File: src/rtl/ascon_pkg.sv
// ascon_pkg: constants, phase encoding and helpers shared by the Ascon-128 encrypt and decrypt cores.
package ascon_pkg;

  localparam logic [63:0] IV_128 = 64'h80400c0600000000;
  localparam logic [63:0] PAD    = 64'h8000000000000000;

  // pa uses entries 0..11, pb uses the last six (6..11)
  localparam logic [7:0] RC [12] = '{
    8'hf0, 8'he1, 8'hd2, 8'hc3, 8'hb4, 8'ha5,
    8'h96, 8'h87, 8'h78, 8'h69, 8'h5a, 8'h4b
  };

  localparam int ROT_A [5] = '{19, 61, 1, 10, 7};
  localparam int ROT_B [5] = '{28, 39, 6, 17, 41};

  // column S-box, index bit 4 is word x0
  localparam logic [4:0] SBOX [32] = '{
    5'h04, 5'h0b, 5'h1f, 5'h14, 5'h1a, 5'h15, 5'h09, 5'h02,
    5'h1b, 5'h05, 5'h08, 5'h12, 5'h1d, 5'h03, 5'h06, 5'h1c,
    5'h1e, 5'h13, 5'h07, 5'h0e, 5'h00, 5'h0d, 5'h11, 5'h18,
    5'h10, 5'h0c, 5'h01, 5'h19, 5'h16, 5'h0a, 5'h0f, 5'h17
  };

  typedef enum logic [2:0] {IDLE, INIT, ADB, ADP, MSG, FIN, DONE} phase_e;

  function automatic logic [63:0] ror64(input logic [63:0] v, input int n);
    return (v >> n) | (v << (64 - n));
  endfunction

endpackage

File: src/rtl/ascon_round.sv
// ascon_round: one combinational Ascon permutation round (constant, S-box layer, linear diffusion).
module ascon_round
  import ascon_pkg::*;
(
  input  logic [319:0] s_i,
  input  logic [3:0]   idx,
  output logic [319:0] s_o
);

  logic [63:0] x [5];
  logic [63:0] y [5];
  logic [4:0]  col;

  always_comb begin
    col = '0;
    s_o = '0;
    for (int w = 0; w < 5; w++) begin
      x[w] = s_i[319-64*w -: 64] ^ ((w == 2) ? {56'd0, RC[idx]} : 64'd0);
      y[w] = '0;
    end
    for (int b = 0; b < 64; b++) begin
      col = SBOX[{x[0][b], x[1][b], x[2][b], x[3][b], x[4][b]}];
      for (int w = 0; w < 5; w++) y[w][b] = col[4-w];
    end
    for (int w = 0; w < 5; w++)
      s_o[319-64*w -: 64] = y[w] ^ ror64(y[w], ROT_A[w]) ^ ror64(y[w], ROT_B[w]);
  end

endmodule

File: src/rtl/decrypt_1block_128.sv
// decrypt_1block_128: iterative Ascon-128 decryption of one AD block and one ciphertext block.
// Plaintext is released only when the recomputed tag matches the received one.
module decrypt_1block_128
  import ascon_pkg::*;
#(
  parameter int UNROLL = 1
) (
  input  logic         clk,
  input  logic         reset,
  input  logic         start,
  input  logic [127:0] SK,
  input  logic [127:0] N,
  input  logic [63:0]  A,
  input  logic [63:0]  C,
  input  logic [127:0] T,
  output logic [63:0]  P,
  output logic         auth_ok,
  output logic         busy,
  output logic         done
);

  if (UNROLL != 1 && UNROLL != 2 && UNROLL != 3 && UNROLL != 6) begin : g_bad_unroll
    $error("UNROLL must be 1, 2, 3 or 6");
  end

  phase_e       phase_q, phase_d;
  logic [3:0]   rnd_q, rnd_d;
  logic [319:0] s_q, s_d;
  logic [127:0] sk_q, sk_d, t_q, t_d, tc_q, tc_d;
  logic [63:0]  a_q, a_d, c_q, c_d, pt_q, pt_d, p_q, p_d;
  logic         ok_q, ok_d, busy_q, busy_d, done_q, done_d;
  logic [319:0] chain [UNROLL+1];
  logic [319:0] perm, mix;
  logic         short_ph, last;

  assign chain[0] = s_q;
  assign short_ph = phase_q == ADB || phase_q == ADP || phase_q == MSG;

  for (genvar g = 0; g < UNROLL; g++) begin : g_rnd
    ascon_round u_round (
      .s_i (chain[g]),
      .idx (rnd_q + (short_ph ? 4'd6 : 4'd0) + 4'(g)),
      .s_o (chain[g+1])
    );
  end

  assign perm = chain[UNROLL];
  assign last = (rnd_q + 4'(UNROLL)) == (short_ph ? 4'd6 : 4'd12);

  // state injections applied on the edge that completes each phase
  assign mix = phase_q == INIT ? perm ^ {a_q, 128'd0, sk_q} :
               phase_q == ADB  ? perm ^ {PAD, 256'd0} :
               phase_q == ADP  ? {c_q, perm[255:1], ~perm[0]} :
               phase_q == MSG  ? perm ^ {PAD, sk_q, 128'd0} : perm;

  always_comb begin
    phase_d = phase_q;
    rnd_d   = rnd_q;
    s_d     = s_q;
    sk_d    = sk_q;
    a_d     = a_q;
    c_d     = c_q;
    t_d     = t_q;
    tc_d    = tc_q;
    pt_d    = pt_q;
    p_d     = p_q;
    ok_d    = ok_q;
    busy_d  = busy_q;
    done_d  = 1'b0;
    if (phase_q == IDLE) begin
      if (start) begin
        sk_d    = SK;
        a_d     = A;
        c_d     = C;
        t_d     = T;
        s_d     = {IV_128, SK, N};
        rnd_d   = '0;
        p_d     = '0;
        ok_d    = 1'b0;
        busy_d  = 1'b1;
        phase_d = INIT;
      end
    end else if (phase_q == DONE) begin
      ok_d    = tc_q == t_q;
      p_d     = (tc_q == t_q) ? pt_q : '0;
      done_d  = 1'b1;
      busy_d  = 1'b0;
      phase_d = IDLE;
    end else begin
      s_d     = last ? mix : perm;
      rnd_d   = last ? 4'd0 : rnd_q + 4'(UNROLL);
      phase_d = last ? phase_e'(phase_q + 3'd1) : phase_q;
      pt_d    = (last && phase_q == ADP) ? perm[319:256] ^ c_q : pt_q;
      tc_d    = (last && phase_q == FIN) ? perm[127:0] ^ sk_q : tc_q;
    end
  end

  always_ff @(posedge clk or posedge reset) begin
    if (reset) begin
      phase_q <= IDLE;
      rnd_q   <= '0;
      s_q     <= '0;
      sk_q    <= '0;
      a_q     <= '0;
      c_q     <= '0;
      t_q     <= '0;
      tc_q    <= '0;
      pt_q    <= '0;
      p_q     <= '0;
      ok_q    <= 1'b0;
      busy_q  <= 1'b0;
      done_q  <= 1'b0;
    end else begin
      phase_q <= phase_d;
      rnd_q   <= rnd_d;
      s_q     <= s_d;
      sk_q    <= sk_d;
      a_q     <= a_d;
      c_q     <= c_d;
      t_q     <= t_d;
      tc_q    <= tc_d;
      pt_q    <= pt_d;
      p_q     <= p_d;
      ok_q    <= ok_d;
      busy_q  <= busy_d;
      done_q  <= done_d;
    end
  end

  assign P       = p_q;
  assign auth_ok = ok_q;
  assign busy    = busy_q;
  assign done    = done_q;

endmodule
File: config.mk
export PLATFORM = sky130hd
export DESIGN_NAME = decrypt_1block_128
export DESIGN_NICKNAME = d
export VERILOG_FILES = /design/src/rtl/ascon_pkg.sv /design/src/rtl/ascon_round.sv /design/src/rtl/decrypt_1block_128.sv
export SDC_FILE = /design/constraint.sdc
export NUM_CORES = 2
export LEC_CHECK = 0
export ABC_CLOCK_PERIOD_IN_PS = 73000
export CAP_MARGIN = 20
export CORE_UTILIZATION = 65
export CTS_BUF_LIST = sky130_fd_sc_hd__clkbuf_4
export DETAILED_ROUTE_END_ITERATION = 7
export PLACE_DENSITY_LB_ADDON = 0.15
export SLEW_MARGIN = 25
export SYNTH_ARGS = -nofsm -noshare
export SYNTH_HDL_FRONTEND = slang
export SYNTH_HIERARCHICAL = 1
export SYNTH_SLANG_ARGS = --single-unit
File: constraint.sdc
create_clock -name clk -period 73 [get_ports clk]
set_input_delay 7.3 -clock clk [delete_from_list [all_inputs] [get_ports clk]]
set_output_delay 7.3 -clock clk [all_outputs]
set_load 0.02 [all_outputs]
==> impl_metrics.py <==
# Generated from Yosys and OpenROAD reports
metrics = {
    "timing": {
        "maxSlewViolCount": 0,
        "finalCritPeriodShare_pct": 14.2,
        "slew_headroom_pct": 11.7,
        "finalSetupViolations": 0,
        "hold_viol": 0,
        "rsz0062_at_grt": "false",
        "finalSetupTns_ns": 0,
        "layout_setup_ws_ns": 62.61,
    },
    "setup_path": {
        "r2r_slack_ns": 67.36,
        "worstPathRequired_ns": 74.20,
        "critical_path_class": "in2async",
        "cp_common_cell": "buf_4",
        "max_stage_delay_ns": 0.81,
        "cp_max_fo": 123,
    },
    "synth": {
        "netlist_area_um2": 64300,
        "ys_types": 73,
        "common_cells": "1182 x nand2_1, 970 x dfrtp_1, 877 x xnor2_1, 503 x xor2_1, 457 x o21ai_0",
        "yosysWarnings": 6,
        "synth-xor-area-share_pct": 19.0,
        "synthAoiAreaFrac_pct": 16.8,
        "logic_family": "XOR/XNOR gates",
        "synth_top_flop_cell": "dfrtp_1",
        "syn_area_per_cell_um2": 8.73,
        "yosysChipArea_um2": 64300,
        "ys_seq_share_pct": 37.8,
    },
    "status": {
        "violations": "design-rule violations",
        "outcome": "finished with violations",
    },
    "cells_and_area": {
        "fin_nets": 8774,
        "fin_area_um2": 74200,
        "fillCellCount": 6843,
        "logic_area_um2": 37200,
        "area.sequential_um2": 24300,
    },
    "cts": {
        "cts_buffers": 283,
        "cts_sinks": 970,
        "root_buffer": "clkbuf_4",
        "htree_num_levels": 5,
        "clkTransAtPathRegs_ns": 0.06,
        "post_cts_resized": 0,
        "cts_tree": "yes",
    },
    "place": {
        "dp_hpwl_um": 206000,
        "numPortBuffers": 581,
        "place_inst": 8904,
        "place_ws_ns": 61.05,
    },
    "floorplanning": {
        "io_pins": 582,
        "floorplan.core_area_um2": 97300,
        "dieArea_um2": 100000,
        "fp-row-count": 114,
        "fp.dieH_um": 316,
    },
    "routing": {
        "ant_nets": 0,
        "wl_per_cell_um": 29.6,
        "route.detailed.drc": 1,
        "first_pass_iters": 8,
        "drtIter0Drc": 10000,
    },
    "global_route": {
        "grt_pass1_wl_um": 392000,
        "grt-busiest-layer": "met2",
        "grt-ovfl-total": 0,
        "grt_use_met3_pct": 23.5,
        "use_met1_pct": 66.2,
        "use_met2_pct": 74.6,
        "grt_pass1_vias": 58300,
        "antenna_found_initial": 13,
    },
    "run": {
        "maxCapViolCount": 0,
    },
}
## registers in the layout, indices dropped and copies added (netlist names)
register	cells
s_q	320
sk_q	128
t_q	128
tc_q	128
P	64
a_q	64
c_q	64
pt_q	64
rnd_q	4
phase_q	3
auth_ok	1
busy	1
done	1
## per-stage QoR
stage / util (%)
6_report: 76.3
3_3_place_gp: 72.8
3_5_place_dp: 72.9
4_1_cts: 76.2
5_1_grt: 76.3
2_1_floorplan: -
## worst max-delay path, delay by kind of cell
kind	cells	cell delay, ns
buffers and inverters	6	4.03
## final cells by class
cell class                      instances  share of cell area (%)
Sequential cell                       970                    32.7
Inverter                              344                    1.75
Clock buffer                          386                    3.90
Multi-Input combinational cell       5634                    50.1
Timing Repair Buffer                  682                    8.96
Tap cell                             1276                    2.15
Clock inverter                         58                   0.373
Antenna cell                            7                  0.0236
## per-layer routing
layer | wire [um] | part of all wire, %
met5 | 61 | 0.022
met3 | 45400 | 16
met1 | 93200 | 34
met2 | 109000 | 39
met4 | 29400 | 11
## kinds of logic (layout without fill, tap and decap cells)
logic type,after synthesis,in the layout
AND/OR/NAND/NOR,2077,2077
other,0,7
XOR/XNOR,1389,1389
buffers and inverters,758,1470
multiplexers,63,63
AND-OR/OR-AND,1749,1749
flip-flops,970,970
adder cells (fa/ha/maj),356,356
## cell usage in the layout, fill, tap and decap left out, types with 91 or more instances in the layout
master           Yosys  final
inv_1              343    342
buf_4                8     91
dfrtp_1            970    970
nor3_1             127    125
nand2_1           1182   1179
clkdlybuf4s50_1      0    581
clkbuf_4             0    388
a211oi_1           138    138
a21oi_1            455    446
xnor2_1            877    869
ha_1               343    343
o21ai_0            457    452
a22oi_1            116    116
o211ai_1           218    218
o21ai_1             97    100
xor2_1             503    502
nor2_1             439    436
## path summary, 6_finish.rpt
kind | from | cells after the start | to
min in group asynchronous | reset | 2 | t_q[102]$_DFFE_PP0P_
worst min-delay path | P[18]$_DFFE_PP0P_ | 1 | P[18]$_DFFE_PP0P_
worst max register to register | phase_q[2]$_DFFE_PP0P_ | 17 | s_q[298]$_DFFE_PP0P_
max in group clk | start | 7 | s_q[92]$_DFFE_PP0P_
worst max-delay path | reset | 6 | t_q[60]$_DFFE_PP0P_
worst min register to register | P[18]$_DFFE_PP0P_ | 1 | P[18]$_DFFE_PP0P_
**Clock network drawn from the DEF**

Scale bar: 100 um.
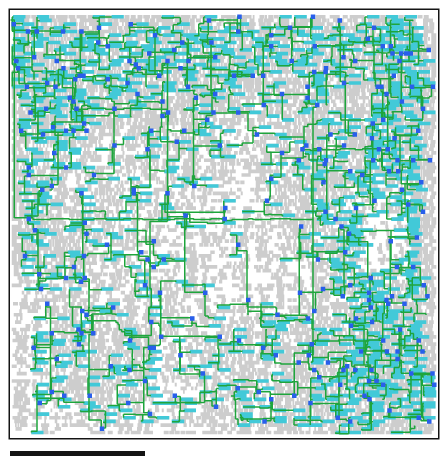
[clock wires] green | length: 15200 um
[cells driving clock nets] blue | count: 283
[flip-flops] cyan | count: 970
flops lie	widely spread
clk latency late pin: 1.25 ns
clock skew: 0.126 ns

**Ports around the boundary**

Pins as bars across the die edge, other pins in gray.
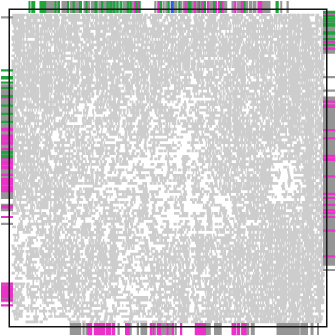
port	color	pins	direction	edge
SK	magenta	128	input	50 south, 41 west, 20 east, 17 north
P	green	64	output	41 north, 13 west, 10 east
busy	blue	1	output	north
all pins by edge	178 north, 158 east, 135 south, 111 west

**Metal layers overlaid**

Scale bar: 100 um.
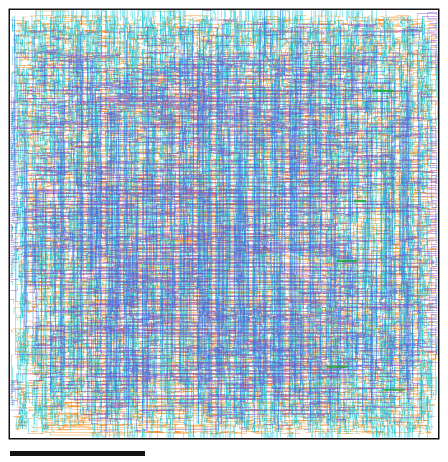
layer	color	wire length
met4	blue	29.4 mm
met3	purple	45.4 mm
met2	cyan	109 mm
met5	green	61.6 um
met1	orange	93.2 mm

